[src/rtl/nh_window_gen_if.sv]
// Pixel-in / window-out stream bundle for nh_window_gen, plus frame control.
// The master side is the pixel source and window consumer; the slave side is the generator.
interface nh_window_gen_if #(
  parameter int DATA_W = 8,
  parameter int NH_DIM = 3
);
  logic                              clear;
  logic                              in_valid;
  logic                              in_ready;
  logic [DATA_W-1:0]                 in_data;
  logic                              out_valid;
  logic                              out_ready;
  logic [NH_DIM*NH_DIM*DATA_W-1:0]   out_nh;
  logic                              frame_done;

  modport master (
    output clear, in_valid, in_data, out_ready,
    input  in_ready, out_valid, out_nh, frame_done
  );

  modport slave (
    input  clear, in_valid, in_data, out_ready,
    output in_ready, out_valid, out_nh, frame_done
  );
endinterface

[src/rtl/nh_window_gen.sv]
// Streaming NH_DIM x NH_DIM neighbourhood generator: raster pixels in, one flat window word
// out for every stride-aligned window position, with output back-pressure and frame counting.
module nh_window_gen #(
  parameter int DATA_W = 8,
  parameter int NH_DIM = 3,
  parameter int IMG_W  = 32,
  parameter int IMG_H  = 32,
  parameter int STRIDE = 1
) (
  input  logic           clock,
  input  logic           reset,
  nh_window_gen_if.slave bus
);

  localparam int CW = (IMG_W  > 1) ? $clog2(IMG_W)  : 1;
  localparam int RW = (IMG_H  > 1) ? $clog2(IMG_H)  : 1;
  localparam int PW = (STRIDE > 1) ? $clog2(STRIDE) : 1;
  localparam int NW = NH_DIM * NH_DIM * DATA_W;

  typedef logic [DATA_W-1:0] pix_t;

  logic [CW-1:0] col_q, col_d;
  logic [RW-1:0] row_q, row_d;
  logic [PW-1:0] col_ph_q, col_ph_d;
  logic [PW-1:0] row_ph_q, row_ph_d;
  logic          out_valid_q, out_valid_d;
  logic [NW-1:0] out_nh_q, out_nh_d;
  logic          frame_done_q, frame_done_d;

  pix_t win_q [NH_DIM][NH_DIM];
  pix_t win_d [NH_DIM][NH_DIM];
  pix_t lb_q  [NH_DIM-1][IMG_W];

  logic [NW-1:0] win_flat;
  logic          accept;
  logic          col_last;
  logic          row_last;
  logic          col_in_win;
  logic          row_in_win;
  logic          complete;

  assign bus.in_ready   = !out_valid_q || bus.out_ready;
  assign bus.out_valid  = out_valid_q;
  assign bus.out_nh     = out_nh_q;
  assign bus.frame_done = frame_done_q;

  // A pixel presented together with clear is discarded.
  assign accept     = bus.in_valid && bus.in_ready && !bus.clear;
  assign col_last   = (col_q == CW'(IMG_W - 1));
  assign row_last   = (row_q == RW'(IMG_H - 1));
  assign col_in_win = (col_q >= CW'(NH_DIM - 1));
  assign row_in_win = (row_q >= RW'(NH_DIM - 1));
  assign complete   = accept && col_in_win && row_in_win &&
                      (col_ph_q == '0) && (row_ph_q == '0);

  // Shifted window: the new right column is the pre-update line buffer column plus in_data.
  always_comb begin
    // NOTE: always_comb uses blocking '='; every output gets a default first so no latch is inferred.
    win_flat = '0;
    for (int r = 0; r < NH_DIM; r++) begin
      for (int c = 0; c < NH_DIM - 1; c++) begin
        win_d[r][c] = win_q[r][c+1];
      end
    end
    for (int r = 0; r < NH_DIM - 1; r++) begin
      win_d[r][NH_DIM-1] = lb_q[NH_DIM-2-r][col_q];
    end
    win_d[NH_DIM-1][NH_DIM-1] = bus.in_data;
    for (int r = 0; r < NH_DIM; r++) begin
      for (int c = 0; c < NH_DIM; c++) begin
        win_flat[(r*NH_DIM+c)*DATA_W +: DATA_W] = win_d[r][c];
      end
    end
  end

  // Phase counters track (pos-(NH_DIM-1)) % STRIDE without a divider; they sit at 0 until the
  // position first reaches NH_DIM-1.
  always_comb begin
    col_d        = col_q;
    row_d        = row_q;
    col_ph_d     = col_ph_q;
    row_ph_d     = row_ph_q;
    out_valid_d  = out_valid_q;
    out_nh_d     = out_nh_q;
    frame_done_d = 1'b0;

    if (accept) begin
      if (col_last) begin
        col_d    = '0;
        col_ph_d = '0;
        if (row_last) begin
          row_d        = '0;
          row_ph_d     = '0;
          frame_done_d = 1'b1;
        end else begin
          row_d    = row_q + RW'(1);
          row_ph_d = (row_in_win && row_ph_q != PW'(STRIDE - 1)) ? row_ph_q + PW'(1) : '0;
        end
      end else begin
        col_d    = col_q + CW'(1);
        col_ph_d = (col_in_win && col_ph_q != PW'(STRIDE - 1)) ? col_ph_q + PW'(1) : '0;
      end
    end

    if (complete) begin
      out_valid_d = 1'b1;
      out_nh_d    = win_flat;
    end else if (bus.out_ready) begin
      out_valid_d = 1'b0;
    end

    if (bus.clear) begin
      col_d        = '0;
      row_d        = '0;
      col_ph_d     = '0;
      row_ph_d     = '0;
      out_valid_d  = 1'b0;
      frame_done_d = 1'b0;
    end
  end

  // NOTE: sequential state uses non-blocking '<=' so every register samples pre-edge values.
  always_ff @(posedge clock or negedge reset) begin
    if (!reset) begin
      col_q        <= '0;
      row_q        <= '0;
      col_ph_q     <= '0;
      row_ph_q     <= '0;
      out_valid_q  <= 1'b0;
      out_nh_q     <= '0;
      frame_done_q <= 1'b0;
      win_q        <= '{default: '0};
    end else begin
      col_q        <= col_d;
      row_q        <= row_d;
      col_ph_q     <= col_ph_d;
      row_ph_q     <= row_ph_d;
      out_valid_q  <= out_valid_d;
      out_nh_q     <= out_nh_d;
      frame_done_q <= frame_done_d;
      if (accept) begin
        win_q <= win_d;
      end
    end
  end

  // NOTE: line buffers are RAM-like storage with no reset; emission never reads unwritten lines.
  always_ff @(posedge clock) begin
    if (accept) begin
      lb_q[0][col_q] <= bus.in_data;
      for (int k = 1; k < NH_DIM - 1; k++) begin
        lb_q[k][col_q] <= lb_q[k-1][col_q];
      end
    end
  end

endmodule

[src/flat_wrapper.sv]
// flat-port wrapper written by rule: the top's interface ports become plain ports
module nh_window_gen_flat 
#(
  parameter int DATA_W = 8,
  parameter int NH_DIM = 3,
  parameter int IMG_W  = 32,
  parameter int IMG_H  = 32,
  parameter int STRIDE = 1
)
  (clock, reset, bus_clear, bus_in_valid, bus_in_data, bus_out_ready, bus_in_ready, bus_out_valid, bus_out_nh, bus_frame_done);
  nh_window_gen_if #(.DATA_W(DATA_W), .NH_DIM(NH_DIM)) bus_i ();
  input  logic clock;
  input  logic reset;
  input wire logic [$bits(bus_i.clear)-1:0] bus_clear;
  input wire logic [$bits(bus_i.in_valid)-1:0] bus_in_valid;
  input wire logic [$bits(bus_i.in_data)-1:0] bus_in_data;
  input wire logic [$bits(bus_i.out_ready)-1:0] bus_out_ready;
  output wire logic [$bits(bus_i.in_ready)-1:0] bus_in_ready;
  output wire logic [$bits(bus_i.out_valid)-1:0] bus_out_valid;
  output wire logic [$bits(bus_i.out_nh)-1:0] bus_out_nh;
  output wire logic [$bits(bus_i.frame_done)-1:0] bus_frame_done;
  assign bus_i.clear = bus_clear;
  assign bus_i.in_valid = bus_in_valid;
  assign bus_i.in_data = bus_in_data;
  assign bus_i.out_ready = bus_out_ready;
  assign bus_in_ready = bus_i.in_ready;
  assign bus_out_valid = bus_i.out_valid;
  assign bus_out_nh = bus_i.out_nh;
  assign bus_frame_done = bus_i.frame_done;
  nh_window_gen #(.DATA_W(DATA_W), .NH_DIM(NH_DIM), .IMG_W(IMG_W), .IMG_H(IMG_H), .STRIDE(STRIDE)) u_core (.clock(clock), .reset(reset), .bus(bus_i));
endmodule
[config.mk]
export PLATFORM = sky130hd
export DESIGN_NAME = nh_window_gen_flat
export DESIGN_NICKNAME = d
export VERILOG_FILES = /design/src/rtl/nh_window_gen_if.sv /design/src/rtl/nh_window_gen.sv /design/src/flat_wrapper.sv
export SDC_FILE = /design/constraint.sdc
export NUM_CORES = 1
export LEC_CHECK = 0
export CAP_MARGIN = 20
export CORE_MARGIN = 3
export CORE_UTILIZATION = 50
export CTS_BUF_LIST = sky130_fd_sc_hd__clkbuf_8 sky130_fd_sc_hd__clkbuf_16
export DETAILED_ROUTE_END_ITERATION = 8
export GPL_ROUTABILITY_DRIVEN = 1
export PLACE_DENSITY = 0.67
export SETUP_SLACK_MARGIN = 0.15
export SYNTH_ARGS = -nofsm -noshare
export SYNTH_HDL_FRONTEND = slang
export SYNTH_SLANG_ARGS = --single-unit
[constraint.sdc]
create_clock -name clock -period 3 [get_ports clock]
set_input_delay 0.45 -clock clock [delete_from_list [all_inputs] [get_ports clock]]
set_output_delay 0.45 -clock clock [all_outputs]
set_load 0.05 [all_outputs]
### PDN straps and rails, run 1

Bar = 50 um. Pins as bars on the die edge. Tap cells in grey.
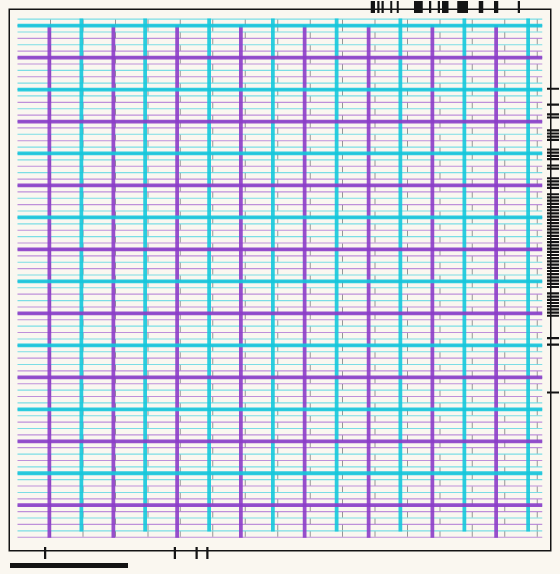
legend:
  cyan:
    net: VDD
  purple:
    net: VSS
rows: 81
met1 rails: 82
die outline width: 230 um
vertical extent of the die: 230 um

### Cell outlines without signal wires, run 1

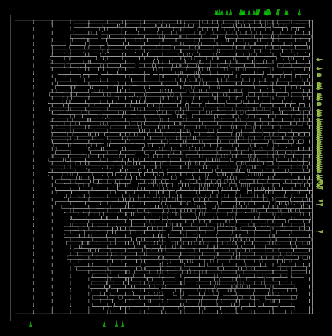
Final Non-Filler Cells: 2359
FP Rows: 81
Core Footprint: 0.0492 mm^2

==> flow_metrics.py, run 1 <==
# Generated from Yosys and OpenROAD reports
metrics = {
    "cts": {
        "cts_tree": "built",
        "cts_inserted_buffers": 61,
        "worst_skew_pair.late_latency_ns": 0.63,
        "cts_num_sinks": 646,
        "cts_root_buffer": "clkbuf_16",
        "cts.clk_slew.worst_paths_ns": 0.07,
        "clockBufferDepth": 3,
        "htreeDepth": 2,
    },
    "logic_synthesis": {
        "ys_cells": 1421,
        "yosys.area_share.adder_pct": 0.400,
        "synth-simple-area-share_pct": 3.56,
        "numSynthFlops": 646,
        "yosysSeqAreaShare_pct": 74.9,
        "synthesis.nets": 1442,
        "synth_area_leader_cell": "edfxtp_1",
        "post_synth_instance_area_mm2": 0.0250,
        "ys_chip_area_mm2": 0.0250,
        "postSynthCellCount": 1421,
        "yosys-mux-area-fraction_pct": 15.4,
        "synth-main-ff-cell": "edfxtp_1",
        "synth-compound-area-share_pct": 4.00,
        "synth_async_sr_flop_share_pct": 20.7,
        "synth-edff-count": 512,
        "main_kind_of_combinational_logic_by_area": "multiplexers",
        "synth.yosys.warnings": 0,
        "post_synth_num_cell_types": 43,
        "ys_sh_xor_pct": 0,
        "syn-mean-instance-area_um2": 17.6,
        "netlist.area_leader.share_pct": 61.5,
        "yosys-top-cells-area": "edfxtp_1, dfrtp_1, mux2i_1, o22ai_1, mux2_2",
    },
    "worst_hold_path": {
        "holdCritPathClass": "in2async",
    },
    "placement": {
        "dpl_cell_area_mm2": 0.0278,
        "placer_congestion": 0.845,
        "preCtsSetupSlack_ns": -0.228,
        "place.detailed.instances": 2231,
        "detailedPlacementHpwl_um": 37500,
        "quantity_of_i_o_buffers_inserted_on_ports": 87,
    },
    "layout": {
        "syn_to_final_growth_pct": 19.7,
        "n_fill_cell": 3542,
        "mostFrequentLayoutCells": "edfxtp_1, mux2i_1, buf_4, dfrtp_1, o22ai_1",
        "antenna-diode-count": 0,
        "design.final.nets": 1663,
        "final_core_util_pct": 60.9,
        "fin_area_mm2": 0.0299,
        "post_route_cells_drive_above_1_share_pct": 22.7,
        "lay_top_count": "edfxtp_1",
    },
    "power": {
        "total_power_w": 0.0187,
        "pwr_density_cell_mw_per_mm2": 626,
        "power_leakage_nw": 10.3,
        "vdd_ir_drop_max_v": 0.000428,
    },
    "sta": {
        "count_of_pins_over_their_slew_limit": 0,
        "slew_headroom_pct": 54.3,
        "max_freq_ghz": 0.354,
        "final-hold-violation-count": 0,
        "worst_slack_ns": 0.172,
        "post-route-period-util_pct": 94.3,
        "tightest_slew_ns": 0.680,
        "finalSetupViolCount": 0,
        "rsz0062_at_grt": "no",
        "finalClockSkew_ns": 0.0298,
        "min_clock_period_post_route_ns": 2.83,
    },
    "worst_setup_path": {
        "critical_path.cell_chain": "buf_12, buf_4, mux2i_1, o22ai_1, nor4_1, buf_4, nand2_1, mux2_2",
        "worst_path_largest_cell_delay_ns": 0.58,
        "worstPathMaxFanout": 23,
        "arrival_ns": 3.33,
        "most_frequent_cp_cell": "buf_4",
        "timing.critical_path.slowest_stage_cell": "dfrtp_4",
        "worstSetupPathType": "reg2reg",
        "sort_of_element_at_the_end_of_the_critical_path": "register",
        "worstSetupStartpointType": "register",
        "critical_path_required_ns": 3.50,
    },
    "drt": {
        "vias_per_cell": 5.82,
        "routed_wirelength_um": 58900,
        "drcViolationCount": 0,
        "initialDrtViolationCount": 1572,
        "wl_per_cell_um": 25.0,
        "antenna_violating_nets_post_route": 0,
        "vias": 13739,
        "detailedRoute.firstPassIterationCount": 8,
    },
    "global_routing": {
        "overflow": 0,
        "groute.usage.overall_pct": 22.4,
        "grt_max_degree": 74,
        "first_pass_grt_wire_length_um": 88100,
        "grt_pass1_vias": 13430,
        "grt_antenna_before_repair": 1,
    },
    "status": {
        "outcome": "completed",
    },
    "flow_run": {
        "timing.max_cap.violations": 0,
        "log.warning_count": 30,
    },
    "floorplan": {
        "io-pin-count": 88,
        "core_util_floorplan_pct": 50.9,
        "chip_area_mm2": 0.0527,
    },
}
### Register map, names as in the netlist, run 1

Bar = 50 um. Other sequential cells in the stronger grey, the rest of the logic in the fainter grey.
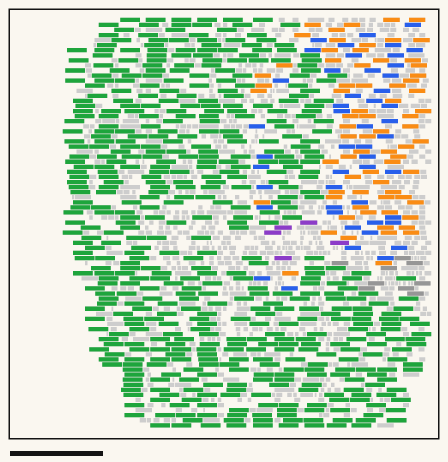
legend:
  blue:
    name_in_the_netlist: u_core.win_d
    flops: 48
  green:
    name_in_the_netlist: u_core.lb_q
    flops: 512
  purple:
    name_in_the_netlist: u_core.col_q
    flops: 5
  orange:
    name_in_the_netlist: u_core.bus.out_nh
    flops: 72
not coloured: 9
sequential share of cell area: 62.6%
sequential power: 0.0100 W
sequential cell area: 0.0187 mm^2

## run 1: metal layers
layer  track usage [%]  wire length (um)  vias up
li1                  -                 -     6055
met5                 0                13        -
met3              3.85              4680       89
met1              34.4             26700     7046
met2              32.5             25700      547
met4              7.57              1780        2
## run 1: through the flow
| stage | TNS (ns) | hold WS (ns) |
|---|---|---|
| CTS | 0 | 0.428 |
| global route | 0 | 0.478 |
| finish | 0 | 0.436 |
| floorplan | 0 | 0.154 |
| global placement | -13.36 | 0.468 |
| detailed placement | -13.61 | 0.475 |
## run 1: Yosys cell counts (3+ instances only)
master       n
edfxtp_1   512
nand3b_1     3
buf_4        3
mux2_1      17
buf_2       35
or4b_2       3
nand4b_1     3
nor2_1      53
a31oi_1     18
buf_6        8
a21oi_1     10
inv_1        4
nand2_1     27
mux2i_1    256
buf_1        4
nand3_1      6
and3_1       8
nand4bb_1    4
ha_1         8
o21ai_0      4
nor4_1      32
or4_1        4
o22ai_1    128
mux2_4      30
mux2_2      57
clkbuf_1    23
dfrtp_1    134
clkbuf_2     9
## run 1: final cells by class
type | instances | area [um^2] | area share, %
Inverter | 4 | 15.0 | 0.0502
Tap cell | 664 | 831 | 2.78
Sequential cell | 646 | 18700 | 62.6
Multi-Input combinational cell | 689 | 6130 | 20.5
Clock buffer | 63 | 1550 | 5.19
Clock inverter | 53 | 455 | 1.52
Timing Repair Buffer | 240 | 2210 | 7.40
## run 1: worst paths after layout
check / start / end / slack [ns] / cells after the start
setup / recovery: u_core.col_q[1]$_DFFE_PN0P_ / u_core.bus.out_nh[23]$_DFFE_PN0P_ / 0.17 / 8
hold / removal: reset / u_core.row_q[4]$_DFFE_PN0P_ / 0.44 / 2
setup reg to reg: u_core.col_q[1]$_DFFE_PN0P_ / u_core.bus.out_nh[23]$_DFFE_PN0P_ / 0.17 / 8
hold reg to reg: u_core.bus.out_nh[2]$_DFFE_PN0P_ / u_core.bus.out_nh[2]$_DFFE_PN0P_ / 0.49 / 1
max in group asynchronous: reset / u_core.win_d[36]$_DFFE_PN0P_ / 1.74 / 3
min in group clock: u_core.bus.out_nh[2]$_DFFE_PN0P_ / u_core.bus.out_nh[2]$_DFFE_PN0P_ / 0.49 / 1
## run 1: critical path: cells and delay by family (launching register included)
family / cells / cell delay, ns
AND/OR/NAND/NOR: 2 / 0.59
AND-OR/OR-AND: 1 / 0.14
buffers and inverters: 3 / 0.67
flip-flops: 1 / 0.58
multiplexers: 2 / 0.70
## run 1: timing repair
action | 4_1_cts | 5_1_grt
setup endpoints to repair | 183 | 145
pin swaps | 1 | 0
cloned | 0 | 0
buffers inserted | 4 | 7
hold buffers | 1 | 0
hold endpoints to repair | 71 | 0
resized | 10 | 3
## run 1: sequential cells by signal, indices dropped and copies added (netlist names)
name and flops:
u_core.row_ph_q 1, u_core.lb_q 512, u_core.bus.out_nh 72, u_core.col_ph_q 1, u_core.bus.out_valid 1, u_core.row_q 5
u_core.col_q 5, u_core.bus.frame_done 1, u_core.win_d 48
## run 1: where the power goes
part           total, W  switching, W  internal (W)
logic           0.00109      0.000651      0.000442
registers        0.0100      0.000116       0.00991
clock network   0.00762       0.00327       0.00436
==> run 2, diff against run 1 <==
Settings changed: SLEW_MARGIN from default to 30.
### PDN straps and rails, run 2

Bar = 50 um. Pins as bars on the die edge. Tap cells in grey.
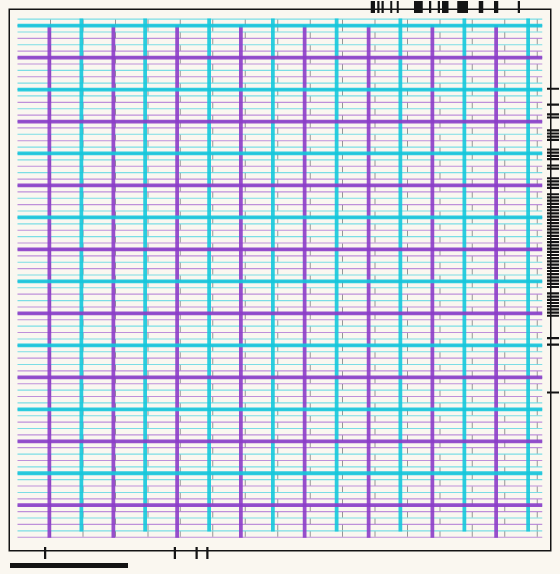
legend:
  cyan:
    net: VDD
  purple:
    net: VSS
met4 straps: 16
rows: 81
met1 rails: 82
tap cells: 664
signal pins: 88
worst vdd ir: 0.000428 V

### Cell outlines without signal wires, run 2

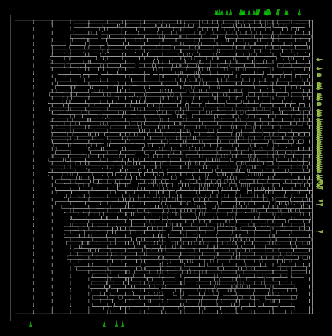
utilization after layout: 60.9%
count of fill cells added during filler insertion: 3542
number of well-tap cells placed: 664
flip-flops: 646

==> run 2 against run 1 <==
Fmax stayed put. Sequential cell count did not move. Hold slack unchanged. Wire length is the same. Worst setup slack unchanged. Via count did not move. Final cell count did not move. Area after synthesis stayed put. Critical endpoint unchanged.
==> flow_metrics.py, run 2 <==
# Generated from Yosys and OpenROAD reports
metrics = {
    "layout": {
        "mostFrequentLayoutCells": "edfxtp_1, mux2i_1, buf_4, dfrtp_1, o22ai_1",
        "antenna-diode-count": 0,
        "syn_to_final_growth_pct": 19.7,
        "registers.top_by_ff_count": "u_core.lb_q",
        "finish.cell_count_without_fillers": 2359,
        "lay_top_count": "edfxtp_1",
        "post_route_cells_drive_above_1_share_pct": 22.7,
        "largest_register_ff_count": 512,
    },
    "worst_setup_path": {
        "critical_path_required_ns": 3.50,
        "reg2reg_setup_slack_ns": 0.17,
        "arrival_ns": 3.33,
        "worstPathMaxFanout": 23,
        "sort_of_element_at_the_end_of_the_critical_path": "register",
        "worstSetupStartpointType": "register",
    },
    "floorplan": {
        "chip_area_mm2": 0.0527,
        "placeableCoreArea_mm2": 0.0492,
        "die_h_um": 230,
        "placementRows": 81,
        "die_w_um": 230,
        "core_util_floorplan_pct": 50.9,
        "io-pin-count": 88,
    },
    "sta": {
        "post-route-period-util_pct": 94.3,
        "slew_headroom_pct": 54.3,
        "min_clock_period_post_route_ns": 2.83,
        "tightest_slew_ns": 0.680,
        "finalClockSkew_ns": 0.0298,
        "count_of_pins_over_their_slew_limit": 0,
    },
    "power": {
        "power.sequential.fraction_pct": 53.5,
        "switching_power_w": 0.00403,
        "pwr_density_cell_mw_per_mm2": 626,
        "switching_share_pct": 21.5,
        "power.share.combinational_pct": 5.8,
        "total_power_w": 0.0187,
    },
    "placement": {
        "quantity_of_i_o_buffers_inserted_on_ports": 87,
        "place.detailed.instances": 2231,
        "placer_congestion": 0.845,
        "detailedPlacementHpwl_um": 37500,
    },
    "drt": {
        "antenna_violating_nets_post_route": 0,
        "detailed_route_wirelength_on_metal3_um": 4680,
        "routed_wirelength_um": 58900,
        "initialDrtViolationCount": 1572,
        "wl_per_cell_um": 25.0,
        "vias": 13739,
        "wl_met2_um": 25700,
        "drt-met1-wl_um": 26700,
    },
    "global_routing": {
        "first_pass_grt_wire_length_um": 88100,
        "grt_pass1_vias": 13430,
        "grt_max_degree": 74,
    },
    "logic_synthesis": {
        "ys_cells": 1421,
        "netlist.area_leader.share_pct": 61.5,
        "synthesis.nets": 1442,
        "post_synth_num_cell_types": 43,
        "yosys-top-cells-area": "edfxtp_1, dfrtp_1, mux2i_1, o22ai_1, mux2_2",
        "synth_async_sr_flop_share_pct": 20.7,
        "postSynthCellCount": 1421,
        "synth.yosys.warnings": 0,
        "synth-edff-count": 512,
        "synth.cells.most_frequent": "edfxtp_1, mux2i_1, dfrtp_1",
        "synth.most_common_cell": "edfxtp_1",
        "ys_chip_area_mm2": 0.0250,
    },
    "flow_run": {
        "log.warning_count": 30,
    },
    "status": {
        "outcome": "completed",
    },
    "worst_hold_path": {
        "holdCritPathClass": "in2async",
    },
    "cts": {
        "cts_root_buffer": "clkbuf_16",
        "htreeDepth": 2,
        "cts_num_sinks": 646,
        "worst_skew_pair.late_latency_ns": 0.63,
        "cts.clk_slew.worst_paths_ns": 0.07,
        "cts_tree": "built",
        "clockBufferDepth": 3,
    },
}
-- run 2: kinds of logic after synthesis --
group | after synthesis | synth area share [%]
adder cells (fa/ha/maj) | 8 | 0.400
AND-OR/OR-AND | 162 | 4.00
multiplexers | 360 | 15.4
buffers and inverters | 86 | 1.80
AND/OR/NAND/NOR | 159 | 3.56
flip-flops | 646 | 74.9
-- run 2: path summary, 6_finish.rpt --
path	to	cells after the start	start
max	u_core.bus.out_nh[23]$_DFFE_PN0P_	8	u_core.col_q[1]$_DFFE_PN0P_
min	u_core.row_q[4]$_DFFE_PN0P_	2	reset
max reg2reg	u_core.bus.out_nh[23]$_DFFE_PN0P_	8	u_core.col_q[1]$_DFFE_PN0P_
min reg2reg	u_core.bus.out_nh[2]$_DFFE_PN0P_	1	u_core.bus.out_nh[2]$_DFFE_PN0P_
max in group asynchronous	u_core.win_d[36]$_DFFE_PN0P_	3	reset
min in group clock	u_core.bus.out_nh[2]$_DFFE_PN0P_	1	u_core.bus.out_nh[2]$_DFFE_PN0P_
-- run 2: per-layer routing --
layer	up-vias	global-route usage (%)
met1	7046	34.4
met4	2	7.57
met3	89	3.85
met5	-	0
li1	6055	-
met2	547	32.5
-- run 2: power groups by stage --
stage	clock network (W)	logic, W	registers, W
after global placement	0	0.00104	0.0102
after floorplan	0	0.000557	0.0102
after detailed placement	0	0.00107	0.0102
after global routing	0.00812	0.00117	0.0100
after CTS	0.00775	0.00108	0.0100
final	0.00762	0.00109	0.0100
-- run 2: timing repair --
item | 4_1_cts | 5_1_grt
buffers inserted | 4 | 7
endpoints found under the setup margin | 183 | 145
hold endpoints to repair | 71 | 0
pin swaps | 1 | 0
hold buffers | 1 | 0
gates resized | 10 | 3
-- run 2: through the flow --
| stage | hold WS (ns) | cell area [um^2] | utilization [%] | setup slack, ns | setup TNS [ns] |
|---|---|---|---|---|---|
| 6_report | 0.436 | 29900 | 60.9 | 0.172 | 0 |
| 5_1_grt | 0.478 | 29900 | 60.9 | 0.160 | 0 |
| 4_1_cts | 0.428 | 29900 | 60.7 | 0.160 | 0 |
| 3_5_place_dp | 0.475 | 27800 | 56.5 | -0.228 | -13.61 |
| 3_3_place_gp | 0.468 | 27800 | 56.5 | -0.217 | -13.36 |
| 2_1_floorplan | 0.154 | 25200 | - | 0.170 | 0 |
-- run 2: final cells by class --
| cell class | count | area (um^2) |
|---|---|---|
| fill | 3542 | 19200 |
| clock buffer | 63 | 1550 |
| clock inverter | 53 | 455 |
| tap | 664 | 831 |
| sequential | 646 | 18700 |
| timing repair buffer | 240 | 2210 |
| multi-input combinational | 689 | 6130 |
| inverter | 4 | 15.0 |
-- run 2: critical path: stages (launching register included) --
cell	delay, ns
dfrtp_4	0.58
buf_12	0.26
buf_4	0.20
mux2i_1	0.45
o22ai_1	0.14
nor4_1	0.54
buf_4	0.21
nand2_1	0.05
mux2_2	0.25
No activity file was given, so power comes from the tool's default toggle rates.
